[src/rtl/spi_cmd_decoder_pkg.sv]
// Shared definitions for the SPI command decoder.
//   state_t      : decoder FSM states (IDLE / DATA / RESP)
//   SPI_W_BIT    : position of the write flag inside a header byte
//   SPI_RD_FILL  : byte returned when a read targets a non-existent register
package spi_cmd_decoder_pkg;

  typedef enum logic [1:0] {
    ST_IDLE = 2'd0,
    ST_DATA = 2'd1,
    ST_RESP = 2'd2
  } state_t;

  localparam int         SPI_W_BIT   = 7;
  localparam logic [7:0] SPI_RD_FILL = 8'hFF;

endpackage

[src/rtl/spi_reg_bank.sv]
// Register bank: NREGS x 8-bit registers with one synchronous write port,
// one combinational read port and a flat export of every register.
// Ports:
//   clk, rst   : clock, synchronous active-high reset (all regs -> RST_VAL)
//   we         : write enable
//   waddr      : write address
//   wdata      : write data
//   raddr      : read address
//   rdata      : combinational read data
//   regs_flat  : reg i at [8i+7:8i]
module spi_reg_bank #(
  parameter int         NREGS   = 8,
  parameter int         ADDR_W  = 3,
  parameter logic [7:0] RST_VAL = 8'h00
) (
  input  logic                 clk,
  input  logic                 rst,
  input  logic                 we,
  input  logic [ADDR_W-1:0]    waddr,
  input  logic [7:0]           wdata,
  input  logic [ADDR_W-1:0]    raddr,
  output logic [7:0]           rdata,
  output logic [NREGS*8-1:0]   regs_flat
);

  logic [7:0] mem [NREGS];

  always_ff @(posedge clk) begin
    if (rst) begin
      for (int i = 0; i < NREGS; i++) begin
        mem[i] <= RST_VAL;
      end
    end else if (we) begin
      mem[waddr] <= wdata;
    end
  end

  // Callers only use rdata when the address has been range-checked.
  assign rdata = mem[raddr];

  for (genvar g = 0; g < NREGS; g++) begin : g_flat
    assign regs_flat[8*g +: 8] = mem[g];
  end

endmodule

[src/rtl/spi_cmd_decoder.sv]
// SPI command decoder. Takes bytes from the SPI receiver and decodes
// 1-byte reads / 2-byte writes against a local register bank.
// Header byte: bit7 = write flag, bits[6:0] = register address.
//
// Handshake rule (both byte ports): a transfer happens on a clock edge where
// val and rdy are both high; the producer holds val and data stable until
// that edge, and rdy never depends combinationally on val.
//
// Ports:
//   clk, rst   : clock, synchronous active-high reset
//   cs         : raw chip-select (active low), synchronised internally
//   in_data/in_val/in_rdy : incoming byte stream
//   rd_data/rd_val/rd_rdy : read response towards the MISO side
//   wr_stb, wr_addr       : one-cycle pulse after a register write
//   regs_flat  : register bank export
//   err_cnt    : saturating count of invalid-address headers
module spi_cmd_decoder
  import spi_cmd_decoder_pkg::*;
#(
  parameter int         NREGS   = 8,
  parameter int         ADDR_W  = 3,
  parameter logic [7:0] RST_VAL = 8'h00
) (
  input  logic                 clk,
  input  logic                 rst,
  input  logic                 cs,
  input  logic [7:0]           in_data,
  input  logic                 in_val,
  output logic                 in_rdy,
  output logic [7:0]           rd_data,
  output logic                 rd_val,
  input  logic                 rd_rdy,
  output logic                 wr_stb,
  output logic [ADDR_W-1:0]    wr_addr,
  output logic [NREGS*8-1:0]   regs_flat,
  output logic [7:0]           err_cnt
);

  localparam logic [7:0] NREGS_B = 8'(NREGS);

  state_t              state, state_nxt;
  logic                cs_meta, cs_sync;
  logic [ADDR_W-1:0]   hdr_addr;
  logic                hdr_ok;
  logic                accept;
  logic [6:0]          cur_a;
  logic                cur_ok;
  logic [7:0]          bank_rdata;

  // Control strobes from the next-state logic.
  logic                do_write;
  logic                load_rd;
  logic                latch_hdr;
  logic                bump_err;

  assign in_rdy = (state != ST_RESP);
  assign rd_val = (state == ST_RESP);
  assign accept = in_val && in_rdy;

  // Range check uses the full 7-bit address; only low bits index the bank.
  assign cur_a  = in_data[6:0];
  assign cur_ok = ({1'b0, cur_a} < NREGS_B);

  spi_reg_bank #(
    .NREGS   (NREGS),
    .ADDR_W  (ADDR_W),
    .RST_VAL (RST_VAL)
  ) u_bank (
    .clk       (clk),
    .rst       (rst),
    .we        (do_write),
    .waddr     (hdr_addr),
    .wdata     (in_data),
    .raddr     (cur_a[ADDR_W-1:0]),
    .rdata     (bank_rdata),
    .regs_flat (regs_flat)
  );

  // State register.
  always_ff @(posedge clk) begin
    if (rst) begin
      state <= ST_IDLE;
    end else begin
      state <= state_nxt;
    end
  end

  // Next-state and control strobes.
  always_comb begin
    state_nxt = state;
    do_write  = 1'b0;
    load_rd   = 1'b0;
    latch_hdr = 1'b0;
    bump_err  = 1'b0;
    case (state)
      ST_IDLE: begin
        if (accept) begin
          bump_err = !cur_ok;
          if (in_data[SPI_W_BIT]) begin
            latch_hdr = 1'b1;
            state_nxt = ST_DATA;
          end else begin
            load_rd   = 1'b1;
            state_nxt = ST_RESP;
          end
        end
      end
      ST_DATA: begin
        // An arriving data byte wins over a same-cycle chip-select abort.
        if (accept) begin
          do_write  = hdr_ok;
          state_nxt = ST_IDLE;
        end else if (cs_sync) begin
          state_nxt = ST_IDLE;
        end
      end
      ST_RESP: begin
        if (rd_rdy) begin
          state_nxt = ST_IDLE;
        end
      end
      default: state_nxt = ST_IDLE;
    endcase
  end

  // Datapath registers.
  always_ff @(posedge clk) begin
    if (rst) begin
      cs_meta  <= 1'b1;
      cs_sync  <= 1'b1;
      hdr_addr <= '0;
      hdr_ok   <= 1'b0;
      rd_data  <= 8'h00;
      wr_stb   <= 1'b0;
      wr_addr  <= '0;
      err_cnt  <= 8'h00;
    end else begin
      cs_meta <= cs;
      cs_sync <= cs_meta;
      wr_stb  <= do_write;
      if (do_write) begin
        wr_addr <= hdr_addr;
      end
      if (latch_hdr) begin
        hdr_addr <= cur_a[ADDR_W-1:0];
        hdr_ok   <= cur_ok;
      end
      if (load_rd) begin
        rd_data <= cur_ok ? bank_rdata : SPI_RD_FILL;
      end
      if (bump_err && (err_cnt != 8'hFF)) begin
        err_cnt <= err_cnt + 8'd1;
      end
    end
  end

endmodule
[config.mk]
export PLATFORM = sky130hd
export DESIGN_NAME = spi_cmd_decoder
export DESIGN_NICKNAME = d
export VERILOG_FILES = /design/src/rtl/spi_cmd_decoder_pkg.sv /design/src/rtl/spi_reg_bank.sv /design/src/rtl/spi_cmd_decoder.sv
export SDC_FILE = /design/constraint.sdc
export NUM_CORES = 1
export LEC_CHECK = 0
export CAP_MARGIN = 10
export CORE_MARGIN = 2
export CORE_UTILIZATION = 55
export CTS_BUF_LIST = sky130_fd_sc_hd__clkbuf_8
export DETAILED_ROUTE_END_ITERATION = 8
export GPL_TIMING_DRIVEN = 0
export PLACE_DENSITY = 0.86
export SKIP_CTS_REPAIR_TIMING = 1
export SYNTH_ARGS = -nofsm -noshare
export SYNTH_HDL_FRONTEND = slang
export SYNTH_HIERARCHICAL = 1
export SYNTH_SLANG_ARGS = --single-unit
[constraint.sdc]
create_clock -name clk -period 8.05 [get_ports clk]
set_input_delay 2.415 -clock clk [delete_from_list [all_inputs] [get_ports clk]]
set_output_delay 2.415 -clock clk [all_outputs]
set_load 0.02 [all_outputs]
==> run_1/ff_map.png <==
Bar = 20 um. Other sequential cells in the stronger grey, the rest of the logic in the fainter grey.
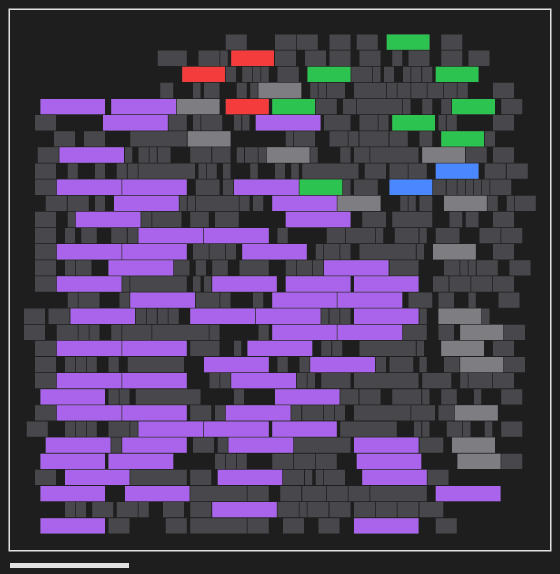
Key: err_cnt = green [placed flops 8, where north-east]; u_bank/mem = purple [placed flops 64]; wr_addr = red [placed flops 3]; state = blue [placed flops 2]
Another 15 sequential cells are not coloured.
Seq power: 0.000533 W
Reg area: 2480 sq um
flop share of the area: 45.1%

==> run_1/gates.png <==
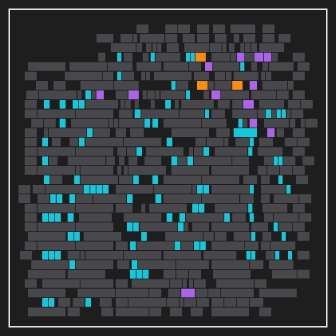
Key: and/or cells = purple [cells 12]; nor cells = cyan [cells 94, most used nor3_1]; xor and xnor cells = orange [cells 3, most used xor2_1]
non-filler instance count after layout: 533
most frequent logic cell in the layout: clkdlybuf4s50_1
combinational share of cell area: 26.5%

==> run_1/port_trees.png <==
Bar = 20 um.
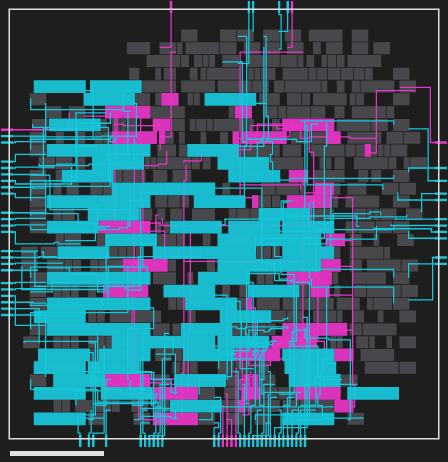
Key: regs_flat = cyan [direction output, edge 28 south, 22 west, 10 east, 4 north, end cells 64, buffers 64, wire 2670 um]; in_data = magenta [direction input, edge 4 south, 2 north, 1 west, 1 east, end cells 39, buffers 13, wire 962 um]
I/O Buffers: 98
I/O pin cnt: 99

run 1: per-stage QoR:
stage / hold slack, ns / std cells / worst slack [ns]
after floorplan: 0.389 / 320 / 3.75
after global placement: 0.397 / 517 / 2.85
after detailed placement: 0.411 / 517 / 2.78
after CTS: 0.440 / 533 / 3.15
after global routing: 0.469 / 533 / 2.97
final: 0.441 / 533 / 3.10
run 1: how the worst min path moves through the flow:
stage	slack, ns	end	from
after floorplan	0.39	cs_sync	cs_meta
after global placement	0.40	cs_sync	cs_meta
after detailed placement	0.41	cs_sync	cs_meta
after CTS	0.44	cs_sync	cs_meta
after global routing	0.47	cs_sync	cs_meta
final	0.44	cs_sync	cs_meta
==> reports/summary.txt, run 1 <==
status = finished, final reports clean
Worst setup SP type = primary input
CP Max Fanout = 10
main kind of combinational logic by area = simple AND/OR/NAND/NOR gates
ClkCell Share = 4.07%
xor-xnor portion of the synthesized cell area = 0.630%
final WL = 11100 um
Flop pwr share = 52.9%
Yosys chip area = 4170 sq um
Largest register FFs = 64
Hold Crit Depth = 1
Seq/Total Area, Yosys = 59.5%
CP cell instances = clkdlybuf4s50_1 -> nand4b_1 -> inv_1 -> nand3b_1 -> clkbuf_1 -> o21bai_1
clock skew = 0.00877 ns
top-count cell post-synth = nor3_1
fraction of layout cells with a size suffix above 1 = 11.1%
Biggest Area Class = sequential cells
die y size = 91.1 um
simple share = 15.1%
total grt overflow = 0
Period Utilization, post-route = 61.4%
Worst-Skew Late Latency = 0.37 ns
clock network power = 0.000347 W
die area = 8300 sq um
met1 track demand over resource = 35.3%
global-route wire length before repair = 17700 um
mux share = 13.3%
Avg WL per Cell = 20.9 um
met2 wire len = 5510 um
path depth of the worst reg2reg path = 5
Post-DP Area = 5280 sq um
syn_nets = 334
count of library flops with an enable pin = 64
biggest regs = u_bank/mem: 64 flops, err_cnt: 8 flops, rd_data: 8 flops
Adder Area Share = 0.300%
Setup CP Type = in2reg
fillers = 472
Layout non-clock buf frac = 21.2%
min Tclk post-route = 4.95 ns
Top Metal Used = met4
DRT met1 WL = 4290 um
Sw Share = 25.0%
number of logic gates = 190
FF-to-FF End = u_bank/mem[7][4]
power per cell area = 183 nW/um^2
n_taps = 99
met3 Use GR = 7.80%
Initial DRC Count = 240
Max-slew headroom = 39.3%
reg2reg start = state[0]
worst path buffer plus inverter count = 3
Comb pwr share = 12.7%
top post-synthesis cells by count = 65 x nor3_1, 64 x edfxtp_1, 28 x dfxtp_1, 28 x nor2_1, 15 x mux4_1
crit-path leading delay family = buffers and inverters
nets = 443
Repair and plain buffers = 124
Diodes inserted = 0
Fin. Hold Viols = 0
Worst VDD drop = 114 uV
syn_area_per_cell = 13.0 sq um
FF+latch count = 92
CTS Buf Count = 9
CP startpoint = in_val
RSZ-0062 raised after global routing = false
met2 global-route usage = 46.7%
met3 wire length = 1080 um
crit-path max cell delay = 0.78 ns
Top area cell types = edfxtp_1 46%, dfxtp_1 13%, mux4_1 9.4%, nor3_1 7.8%, nor2_1 2.5%
clock network power share = 34.4%
ANT nets after route = 0
Crit. End Element = register
Logic power comb = 0.000128 W
Post-Syn Instances = 320
Row Count = 31
H-Tree Depth = 3
Yosys top cell by area = edfxtp_1
GR peak layer = met2
Worst Path Arrival = 4.94 ns
==> inputs of run 2 (changes only) <==
- CORE_UTILIZATION: 55 -> 52
- PLACE_DENSITY: 0.86 -> 0.82
- clock period: 8.05 -> 4.6 ns (I/O delays scaled with it)
==> run 2 against run 1 <==
  * Final cell count up 0.38%
  * Area after synthesis did not move
  * Synthesized cell count stayed put
  * Die area increased by 5.5%
  * Non-clock buffer count did not move
  * Sequential share of layout area up 0.39 points
  * Critical endpoint is now u_bank/mem[1][1]
==> reports/summary.txt, run 2 <==
CP cell instances = clkdlybuf4s50_1 -> nand4b_1 -> inv_1 -> nand3b_1 -> clkbuf_1 -> o21bai_1
Flop pwr share = 56.6% (+3.7 points)
Post-Syn Instances = 320 (unchanged)
CP Max Fanout = 10 (unchanged)
Layout non-clock buf frac = 21.4% (+0.18 points)
Initial DRC Count = 201 (-16%)
Worst VDD drop = 196 uV (+72%)
die area = 8760 sq um (+5.5%)
HP Start = cs_meta
RSZ-0062 raised after global routing = false
Comb pwr share = 13.8% (+1.1 points)
ClkCell Share = 3.17% (-0.91 points)
setup ws final = 0.735 ns (-2.37 ns)
Repair and plain buffers = 124 (unchanged)
clock network power share = 29.6% (-4.8 points)
Crit. End Element = register
nets = 443 (unchanged)
reg2reg start = state[0]
global-route wire length before repair = 16400 um (-7.4%)
top post-synthesis cells by count = 65 x nor3_1, 64 x edfxtp_1, 28 x dfxtp_1, 28 x nor2_1, 15 x mux4_1
Row Count = 32 (+3.2%)
status = finished, final reports clean
Seq/Total Area, Yosys = 59.5% (unchanged)
pre-CTS WS = 0.381 ns (-2.40 ns)
CP startpoint = in_val
ANT nets after route = 0 (unchanged)
Setup CP Type = in2reg
Diodes inserted = 0 (unchanged)
Post-DP Area = 5280 sq um (about the same)
min Tclk post-route = 3.87 ns
FF-to-FF End = u_bank/mem[1][1]
non-filler instance count after layout = 535 (+0.38%)
crit-path max cell delay = 0.85 ns (+0.07 ns)
crit-path leading delay family = buffers and inverters
CTS Buf Count = 9 (unchanged)
clock skew = 0.00838 ns (-0.000389 ns)
Fin. Hold Viols = 0 (unchanged)
FF+latch count = 92 (unchanged)
count of library flops with an enable pin = 64 (unchanged)
Biggest Area Class = sequential cells
met3 wire length = 1040 um (-3.8%)
top-count cell post-synth = nor3_1
most frequent logic cell in the layout = clkdlybuf4s50_1
H-Tree Depth = 3 (unchanged)
Reg area = 2480 sq um (unchanged)
Worst setup SP type = primary input
met1 track demand over resource = 31.8% (-3.5 points)
Hold Crit Depth = 1 (unchanged)
fraction of layout cells with a size suffix above 1 = 10.9% (-0.21 points)
flop share of the area = 45.5% (+0.39 points)
die y size = 93.6 um (+2.7%)
-- run 2: power groups by stage --
stage / clock, W / sequential [W] / combinational (W)
after floorplan: 0 / 0.000980 / 0.0000935
after global placement: 0 / 0.000949 / 0.000222
after detailed placement: 0 / 0.000951 / 0.000226
after CTS: 0.000495 / 0.000932 / 0.000227
after global routing: 0.000526 / 0.000936 / 0.000238
final: 0.000487 / 0.000932 / 0.000227
-- run 2: kinds of logic after synthesis --
| kind of cell | count (synthesis) | share of synthesized area, % |
|---|---|---|
| AND-OR/OR-AND | 32 | 5.58 |
| XOR/XNOR | 3 | 0.630 |
| adder cells (fa/ha/maj) | 1 | 0.300 |
| buffers and inverters | 38 | 5.55 |
| flip-flops | 92 | 59.5 |
| multiplexers | 29 | 13.3 |
| AND/OR/NAND/NOR | 125 | 15.1 |
==> run_2/port_trees.png <==
Bar = 20 um.
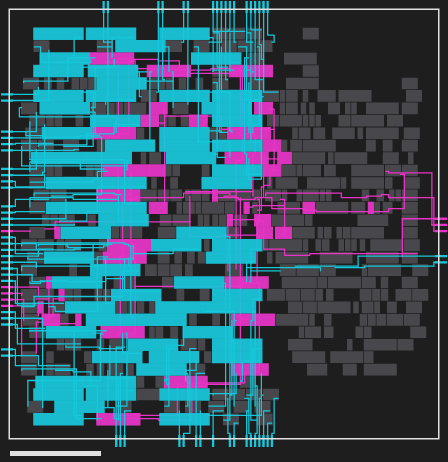
Key: in_data = magenta [direction input, edge 5 west, 3 east, end cells 39, buffers 13, wire 939 um]; regs_flat = cyan [direction output, edge 27 west, 18 north, 17 south, 2 east, end cells 64, buffers 64, wire 2240 um]

==> run_2/congestion_map.png <==
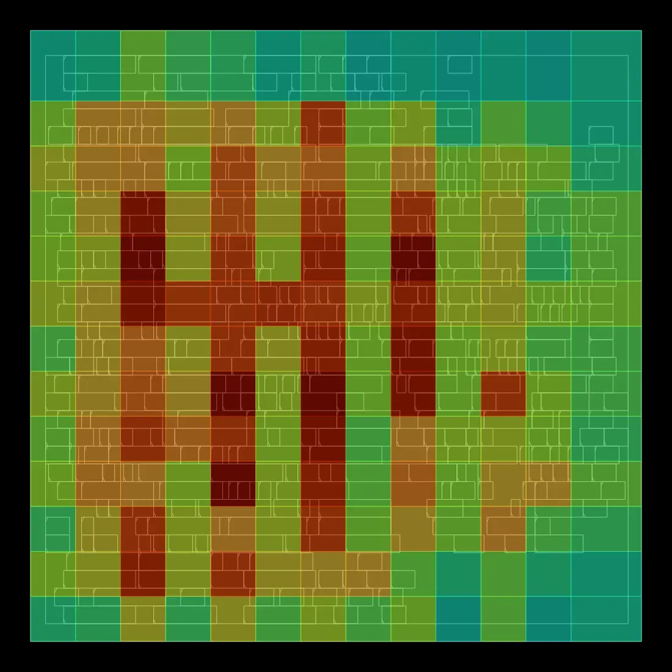
met3 Use GR: 4.92%
GR peak layer: met2
GRT Overall Usage: 25.3%
final core area utilization: 70.2%

No activity file was given, so power comes from the tool's default toggle rates.
